## src/rtl/dmux_stream_pkg.sv

```systemverilog
// Shared definitions for the stream demultiplexer: input routing modes.
// The reserved code 2'b11 is routed exactly like addressed mode.
package dmux_stream_pkg;

  typedef enum logic [1:0] {
    MODE_ADDR  = 2'b00,
    MODE_BCAST = 2'b01,
    MODE_RR    = 2'b10,
    MODE_RSVD  = 2'b11
  } mode_e;

  // Next round-robin pointer for an nch-channel ring.
  function automatic int rr_next(input int cur, input int nch);
    return (cur >= nch - 1) ? 0 : cur + 1;
  endfunction

endpackage

```

## src/rtl/dmux_stream_chan_reg.sv

```systemverilog
// One-entry valid/ready output register for a single demux channel.
// A load wins over a drain on the same edge, so a consumed entry can be
// refilled without a bubble.
module dmux_chan_reg #(
  parameter int WIDTH = 16
) (
  input  logic             clk,
  input  logic             reset,
  input  logic             load,
  input  logic [WIDTH-1:0] d,
  output logic [WIDTH-1:0] q,
  output logic             valid,
  input  logic             ready,
  output logic             free
);

  // Channel can take a new beat when empty or being drained this cycle.
  always_comb free = !valid || ready;

  // Holding register: load sets full, consume without load empties.
  always_ff @(posedge clk or posedge reset) begin
    if (reset) begin
      valid <= 1'b0;
      q     <= '0;
    end else if (load) begin
      valid <= 1'b1;
      q     <= d;
    end else if (ready) begin
      valid <= 1'b0;
    end
  end

endmodule

```

## src/rtl/dmux_stream.sv

```systemverilog
// Registered 1-to-NCH stream demultiplexer with addressed, broadcast and
// round-robin routing. Out-of-range addressed beats are accepted and dropped.
module dmux_stream
  import dmux_stream_pkg::*;
#(
  parameter int WIDTH = 16,
  parameter int NCH   = 4,
  parameter int SELW  = $clog2(NCH),
  parameter int CNTW  = 8
) (
  input  logic                 clk,
  input  logic                 reset,
  input  logic [1:0]           mode,
  input  logic [WIDTH-1:0]     in_data,
  input  logic [SELW-1:0]      in_sel,
  input  logic                 in_valid,
  output logic                 in_ready,
  output logic [NCH*WIDTH-1:0] out_data,
  output logic [NCH-1:0]       out_valid,
  input  logic [NCH-1:0]       out_ready,
  output logic [SELW-1:0]      rr_ptr,
  output logic [CNTW-1:0]      drop_cnt
);

  logic [NCH-1:0] free;
  logic [NCH-1:0] load;
  logic           sel_ok;
  logic           drop;
  logic           rr_adv;

  // Every select code is a real channel when NCH is a power of two.
  generate
    if (NCH == (1 << SELW)) begin : g_sel_full
      assign sel_ok = 1'b1;
    end else begin : g_sel_part
      assign sel_ok = (int'(in_sel) < NCH);
    end
  endgenerate

  // Routing decode; in_ready depends only on mode/select/pointer/channel state.
  always_comb begin
    in_ready = 1'b0;
    load     = '0;
    drop     = 1'b0;
    rr_adv   = 1'b0;
    case (mode_e'(mode))
      MODE_BCAST: begin
        in_ready = &free;
        if (in_valid && (&free)) load = '1;
      end
      MODE_RR: begin
        in_ready = free[rr_ptr];
        if (in_valid && free[rr_ptr]) begin
          load[rr_ptr] = 1'b1;
          rr_adv       = 1'b1;
        end
      end
      default: begin
        if (sel_ok) begin
          in_ready = free[in_sel];
          if (in_valid && free[in_sel]) load[in_sel] = 1'b1;
        end else begin
          in_ready = 1'b1;
          drop     = in_valid;
        end
      end
    endcase
  end

  // Round-robin pointer moves only on a beat accepted in round-robin mode.
  always_ff @(posedge clk or posedge reset) begin
    if (reset) begin
      rr_ptr <= '0;
    end else if (rr_adv) begin
      rr_ptr <= SELW'(rr_next(int'(rr_ptr), NCH));
    end
  end

  // Saturating count of discarded out-of-range beats.
  always_ff @(posedge clk or posedge reset) begin
    if (reset) begin
      drop_cnt <= '0;
    end else if (drop && (drop_cnt != {CNTW{1'b1}})) begin
      drop_cnt <= drop_cnt + CNTW'(1);
    end
  end

  generate
    for (genvar k = 0; k < NCH; k++) begin : g_chan
      dmux_chan_reg #(.WIDTH(WIDTH)) u_chan (
        .clk   (clk),
        .reset (reset),
        .load  (load[k]),
        .d     (in_data),
        .q     (out_data[k*WIDTH +: WIDTH]),
        .valid (out_valid[k]),
        .ready (out_ready[k]),
        .free  (free[k])
      );
    end
  endgenerate

endmodule

```

## config.mk

```make
export PLATFORM = sky130hd
export DESIGN_NAME = dmux_stream
export DESIGN_NICKNAME = d
export VERILOG_FILES = /design/src/rtl/dmux_stream_pkg.sv /design/src/rtl/dmux_stream_chan_reg.sv /design/src/rtl/dmux_stream.sv
export SDC_FILE = /design/constraint.sdc
export NUM_CORES = 1
export LEC_CHECK = 0
export ABC_AREA = 0
export CORE_MARGIN = 8
export CORE_UTILIZATION = 49
export CTS_BUF_LIST = sky130_fd_sc_hd__clkbuf_16
export CTS_CLUSTER_DIAMETER = 80
export DETAILED_ROUTE_END_ITERATION = 12
export PLACE_DENSITY = 0.91
export SLEW_MARGIN = 40
export SYNTH_ARGS = -nofsm -noshare
export SYNTH_HDL_FRONTEND = slang
export SYNTH_SLANG_ARGS = --single-unit
export TNS_END_PERCENT = 5
```

## constraint.sdc

```tcl
create_clock -name clk -period 5.5 [get_ports clk]
set_clock_uncertainty 0.1 [all_clocks]
set_input_delay 0.55 -clock clk [delete_from_list [all_inputs] [get_ports clk]]
set_output_delay 0.55 -clock clk [all_outputs]
set_load 0.03 [all_outputs]
```

Fig. 1: run 1, clock wiring as the flow saved it
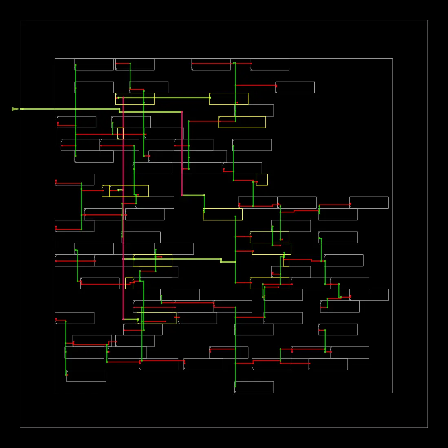
Seq cells: 70
clock buffers: 9
cts bufs inserted: 9
clk sinks: 70
Clk power: 540 uW

Fig. 2: run 1, register map, names as in the netlist
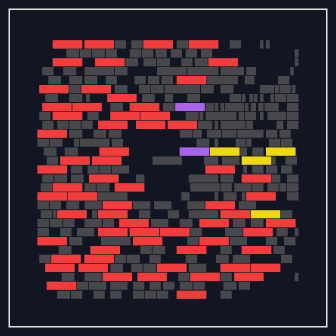
[`g_chan.u_chan.valid`] yellow | placed flops: 4 | where: east
[`g_chan.u_chan.q`] red | placed flops: 64
[`rr_ptr`] purple | placed flops: 2
flop share of the area: 0.397
Seq. pwr: 894 uW

==> flow_summary_export.csv, run 1 <==
group,metric,value,unit
synth,ys_seq_frac,0.557,
detailed_routing,routed_wirelength,7.21,mm
clock_tree,clk_pin_slew,0.05,ns
placement,dpl_cell_area,0.00414,sq mm
synth,syn_inst,200,
setup_path,end_kind,"output pin",
clock_tree,clk_latency,0.31,ns
setup_path,startpoint,"out_ready[0]",
synth,top_area_frac,0.557,
detailed_routing,drtIter0Drc,36,
finish,final_cell_mix,"97 x clkdlybuf4s50_1, 70 x dfrtp_1, 48 x mux2_2",
synth,ys_sh_aoi,0.0449,
timing,slew_viol_final,0,
synth,synth.distinct_cells,29,
finish,fillers,442,
floorplan,row_count,29,
finish,antenna_cells,0,
setup_path,crit_fanout,2,
finish,final_cell_area,0.00442,sq mm
setup_path,crit_type,"in2out",
detailed_routing,wl_per_cell,18.7,microns
setup_path,crit_top_cell,"clkdlybuf4s50_1",
pwr,switching_share,0.386,
global_route,grt_max_degree,71,
finish,nNetsFinal,337,
synth,yosys_area,0.00315,sq mm
clock_tree,postCtsHoldBufs,0,
timing,hold_viol_final,0,
finish,register_area,0.00175,sq mm
timing,period_needed,3.24,ns
timing,fin_crit_sh,0.590,
setup_path,reg2regPathDepth,6,
synth,ys_sh_simple,0.0513,
clock_tree,post_cts_buffers,0,
setup_path,critical-path-slowest-cell,"clkdlybuf4s50_1",
synth,common_cells,"70 x dfrtp_1, 48 x mux2_2, 18 x mux2_4",
clock_tree,cts_tree,"yes",
detailed_routing,via_per_inst,5.04,
synth,edf_count,0,
synth,ys_sh_adder,0.0239,
setup_path,critPathRequiredTime,4.85,ns
clock_tree,clock-root-buffer,"clkbuf_16",
placement,dp_hpwl,5.54,mm
hold_path,hold_depth,1,
pwr,clkPwrFrac,0.190,
job,warnings,30,
finish,final_core_utilization,0.703,
synth,top_cells_by_area,"dfrtp_1 56%, mux2_2 17%, mux2_4 8.6%",
clock_tree,htree_levels,3,
clock_tree,cts_resized,0,
setup_path,path_cells,"clkdlybuf4s50_1 -> or4b_1 -> o311ai_2 -> nor2_1 -> nor3_1 -> a21oi_1 -> clkdlybuf4s50_1",
setup_path,crit_path_start_kind,"input port",
setup_path,worstPathArrival,2.59,ns
setup_path,cpLargestDelayFamily,"buffers and inverters",
synth,ff_type,"dfrtp_1",
job,cap_violations,0,
pwr,powerDensity,643,mW/mm^2
pwr,p_int,1740,uW
pwr,vdd_drop_max,366,uV
detailed_routing,drtPass1Iterations,4,
setup_path,r2r-end,"g_chan[2].u_chan.q[9]$_DFFE_PP0P_",
hold_path,hold_end,"g_chan[0].u_chan.q[5]$_DFFE_PP0P_",
pwr,p_leak,0.00196,uW
synth,logic_family,"multiplexers",
finish,syn_to_final_growth,40.3,%
placement,routabilityCongestion,0.810,
pwr,seq_power_share,0.315,
setup_path,reg2reg_from,"rr_ptr[1]$_DFFE_PP0P_",
synth,synth-xor-area-share,0,
timing,rsz0062_at_grt,"false",
outcome,outcome,"finished, final reports clean",
detailed_routing,ant_nets,0,
finish,comb_area,0.00124,sq mm
global_route,antenna_found_initial,0,
floorplan,ios,106,
floorplan,die_width,96.1,microns
timing,max_freq,308,MHz
Fig. 3: run 1, selected gate families
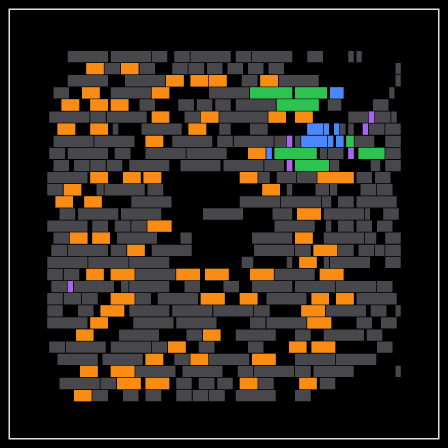
[mux cells] orange | cells: 67
[nor cells] blue | cells: 8
[inv cells] purple | cells: 6
[aoi and oai cells] green | cells: 7
Top cell excl fill/tap: clkdlybuf4s50_1
fin cells: 385
Comb area share: 0.281

[run 1: registers in the layout, indices dropped and copies added, names as in the netlist]
name / count
g_chan.u_chan.q: 64
rr_ptr: 2
g_chan.u_chan.valid: 4
[run 1: metal layers]
metal,track usage,wire (microns),vias up
li1,-,-,896
met4,0.0538,72,0
met1,0.184,2820,965
met3,0.0655,714,6
met2,0.278,3600,73
met5,0,0,-
[run 1: layout make-up]
cell class	instances	share of cell area
clock inverters	6	0.0125
well taps	77	0.0218
multi-input cells	114	0.281
flip-flops and latches	70	0.397
clock buffers	9	0.0510
repair buffers	103	0.232
inverters	6	0.00510
[run 1: power by group through the flow]
| stage | Sequential, uW | Combinational, uW | Clock [uW] |
|---|---|---|---|
| final | 894 | 1400 | 540 |
| after global routing | 925 | 1470 | 578 |
| after CTS | 897 | 1430 | 550 |
| after detailed placement | 902 | 1420 | 0 |
| after global placement | 885 | 1390 | 0 |
| after floorplan | 1340 | 374 | 0 |
[run 1: metrics by stage]
step / worst slack, ns / instances / total power (uW) / hold WS (ns)
2_1_floorplan: 2.91 / 207 / 1720 / 0.413
6_report: 2.26 / 385 / 2840 / 0.401
3_3_place_gp: 2.12 / 366 / 2280 / 0.386
4_1_cts: 2.26 / 385 / 2870 / 0.404
3_5_place_dp: 2.18 / 370 / 2320 / 0.392
5_1_grt: 2.16 / 385 / 2970 / 0.418
[run 1: cells by family (layout without fill, tap and decap cells)]
family | count (synthesis) | in the layout
AND-OR/OR-AND | 7 | 7
adder cells (fa/ha/maj) | 6 | 6
buffers and inverters | 23 | 124
flip-flops | 70 | 70
multiplexers | 67 | 67
other | 1 | 8
AND/OR/NAND/NOR | 26 | 26
==> run 1 -> run 2 <==
--- a/config.mk
+++ b/config.mk
@@ -7,11 +7,11 @@
 export LEC_CHECK = 0
 export ABC_AREA = 0
 export CORE_MARGIN = 8
-export CORE_UTILIZATION = 49
+export CORE_UTILIZATION = 41
 export CTS_BUF_LIST = sky130_fd_sc_hd__clkbuf_16
 export CTS_CLUSTER_DIAMETER = 80
 export DETAILED_ROUTE_END_ITERATION = 12
-export PLACE_DENSITY = 0.91
+export PLACE_DENSITY = 0.82
 export SLEW_MARGIN = 40
 export SYNTH_ARGS = -nofsm -noshare
 export SYNTH_HDL_FRONTEND = slang
==> constraint.sdc (replaced) <==
create_clock -name clk -period 2.6 [get_ports clk]
set_clock_uncertainty 0.1 [all_clocks]
set_input_delay 0.26 -clock clk [delete_from_list [all_inputs] [get_ports clk]]
set_output_delay 0.26 -clock clk [all_outputs]
set_load 0.03 [all_outputs]
==> run 2 against run 1 <==
  * Non-clock buffer count is 10 higher
  * Synthesized cell count is the same
  * First-iteration DRC count rose to 2.7 times the previous value
  * Area after synthesis did not move
  * Global-route usage down 1.9 points
  * Setup slack got worse by 2.1 ns
  * Utilization fell by 9.7 points
  * Sequential power is 110% higher
  * Critical path type is now reg2out
  * Critical endpoint unchanged
==> flow_summary_export.csv, run 2 <==
group,metric,value,unit
clock_tree,cts_buffers,9,
timing,rsz0062_at_grt,"false",
clock_tree,clock-root-buffer,"clkbuf_16",
global_route,grt_pass1_vias,2293,
job,cap_violations,0,
setup_path,critical-path-slowest-cell,"or4b_1",
placement,dpl.cell_count,405,
finish,antenna_cells,0,
global_route,antenna_found_initial,0,
setup_path,worstPathArrival,2.09,ns
synth,ff_type,"dfrtp_1",
setup_path,reg2reg_from,"rr_ptr[1]$_DFFE_PP0P_",
finish,fin_cells,421,
finish,final_cell_mix,"96 x clkdlybuf4s50_1, 70 x dfrtp_1, 48 x mux2_2",
detailed_routing,ant_nets,0,
timing,hold_ws,0.254,ns
timing,hold_viol_final,0,
placement,dpl_cell_area,0.00427,sq mm
synth,top_cells_by_area,"dfrtp_1 56%, mux2_2 17%, mux2_4 8.6%",
pwr,powerDensity,1350,mW/mm^2
pwr,vdd_drop_max,725,uV
floorplan,initCoreUtil,0.416,
setup_path,r2r-end,"g_chan[2].u_chan.q[2]$_DFFE_PP0P_",
setup_path,crit_fanout,2,
global_route,grt_max_degree,71,
floorplan,row_count,32,
global_route,use_met3,0.0576,
finish,top_register,"g_chan.u_chan.q",
clock_tree,postCtsHoldBufs,0,
synth,synth.distinct_cells,29,
finish,largest_register_ffs,64,
detailed_routing,routed_wirelength,7.56,mm
clock_tree,clkSinkCount,70,
clock_tree,cts_tree,"yes",
synth,ys_seq_frac,0.557,
global_route,grtUsageMet2,0.252,
finish,fillers,595,
synth,common_cells,"70 x dfrtp_1, 48 x mux2_2, 18 x mux2_4",
pwr,power,6180,uW
detailed_routing,top_layer,"met4",
clock_tree,post_cts_buffers,0,
synth,async_reset_ff_frac,1.00,
outcome,outcome,"finished, final reports clean",
detailed_routing,via_per_inst,4.70,
setup_path,cpLargestDelayFamily,"simple AND/OR/NAND/NOR gates",
synth,syn_inst,200,
timing,slew_viol_final,0,
timing,period_needed,2.45,ns
detailed_routing,drtIter0Drc,97,
global_route,busiest_layer,"met2",
placement,dp_hpwl,5.64,mm
detailed_routing,wl_met2,3.91,mm
synth,top_area_frac,0.557,
detailed_routing,drtPass1Iterations,4,
pwr,p_leak,0.00204,uW
finish,top_regs,"g_chan.u_chan.q: 64 flops, g_chan.u_chan.valid: 4 flops, rr_ptr: 2 flops",
synth,edf_count,0,
job,warnings,30,
finish,final_common_cell,"clkdlybuf4s50_1",
setup_path,end_kind,"output pin",
setup_path,crit_type,"reg2out",
detailed_routing,wl_met3,506,microns
setup_path,critPathRequiredTime,2.24,ns
timing,fin_crit_sh,0.942,
detailed_routing,routedLengthMet1,3.12,mm
setup_path,reg2regPathDepth,6,
floorplan,ios,106,
floorplan,die_width,104,microns
synth,yosys_area,0.00315,sq mm
clock_tree,cts_resized,1,
finish,final_cell_area,0.00459,sq mm
global_route,use_met1,0.164,
finish,nNetsFinal,347,
setup_path,crit_cells,6,
placement,routabilityCongestion,0.831,
detailed_routing,wl_per_cell,17.9,microns
timing,max_freq,408,MHz
setup_path,path_cells,"or4b_1 -> o311ai_2 -> nor2_1 -> nor3_1 -> a21oi_1 -> dlygate4sd2_1",
finish,syn_to_final_growth,45.7,%
clock_tree,htree_levels,3,
setup_path,crit_path_start_kind,"flip-flop",
clock_tree,clk_pin_slew,0.06,ns
[run 2: cell counts after synthesis]
Identical to the previous run, type by type.
[run 2: power by group]
group	internal [uW]	switching, uW
Combinational	1420	1650
Clock	833	423
Sequential	1590	271
[run 2: how the worst max path moves through the flow]
stage               slack, ns                  start                                 to
floorplan                0.01  rr_ptr[1]$_DFFE_PP0P_  g_chan[2].u_chan.q[0]$_DFFE_PP0P_
global placement        -0.04                mode[0]  g_chan[2].u_chan.q[5]$_DFFE_PP0P_
detailed placement      -0.11                mode[0]  g_chan[2].u_chan.q[3]$_DFFE_PP0P_
CTS                      0.14  rr_ptr[1]$_DFFE_PP0P_                           in_ready
global route             0.02  rr_ptr[1]$_DFFE_PP0P_                           in_ready
finish                   0.15  rr_ptr[1]$_DFFE_PP0P_                           in_ready
[run 2: through the flow]
| stage | setup slack, ns | TNS [ns] |
|---|---|---|
| floorplan | 0.0105 | 0 |
| global placement | -0.0366 | -0.494 |
| detailed placement | -0.105 | -3.80 |
| CTS | 0.138 | 0 |
| global route | 0.0192 | 0 |
| finish | 0.152 | 0 |
[run 2: area by class of cell]
| cell class | instances | area, sq um | area share |
|---|---|---|---|
| clock inverters | 7 | 90.1 | 0.0196 |
| repair buffers | 113 | 1130 | 0.246 |
| well taps | 102 | 128 | 0.0278 |
| multi-input cells | 114 | 1240 | 0.271 |
| inverters | 6 | 22.5 | 0.00491 |
| flip-flops and latches | 70 | 1750 | 0.382 |
| clock buffers | 9 | 225 | 0.0491 |
[run 2: logic make-up after synthesis]
group	share of synthesized area
other	0.00119
buffers and inverters	0.0573
muxes	0.265
adders and majority gates	0.0239
and+or+nand+nor	0.0513
AOI/OAI and AO/OA	0.0449
DFF	0.557
Fig. 4: run 2, clock wiring as the flow saved it
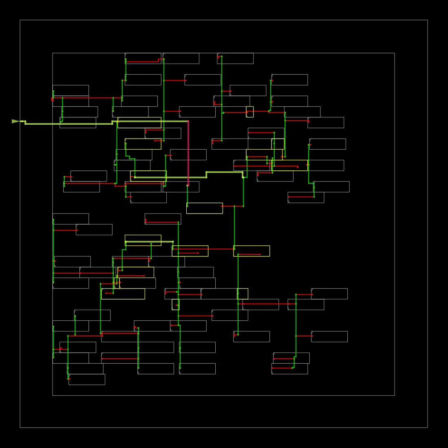
worst-skew pair later-pin latency: 0.31 ns
Clk power: 1260 uW

Fig. 5: run 2, register map, names as in the netlist
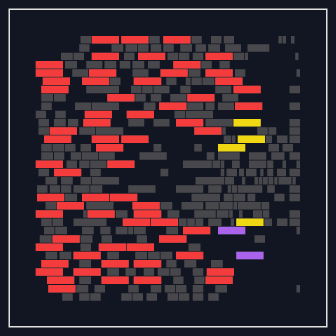
[`g_chan.u_chan.q`] red | placed flops: 64
[`rr_ptr`] purple | placed flops: 2
[`g_chan.u_chan.valid`] yellow | placed flops: 4 | where: east
flop share of the area: 0.382
Seq. pwr: 1860 uW
final core occ: 0.606

Fig. 6: run 2, layout detail
Region (1, 53) to (51, 103) microns. Cells in gray, sequential cells in the stronger gray; small squares are vias.
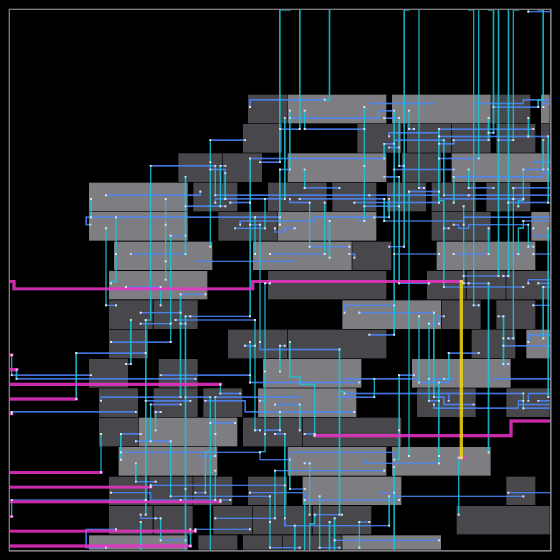
[M2] cyan
[M4] yellow
[M3] magenta
[M1] blue
netlist names of flops here include: `g_chan.u_chan.q` (22)
cells with their middle in the window: 77
most frequent: clkdlybuf4s50_1 (26), dfrtp_1 (22), mux2_2 (13)
sequential cells in the window: 22

No activity file was given, so power comes from the tool's default toggle rates.
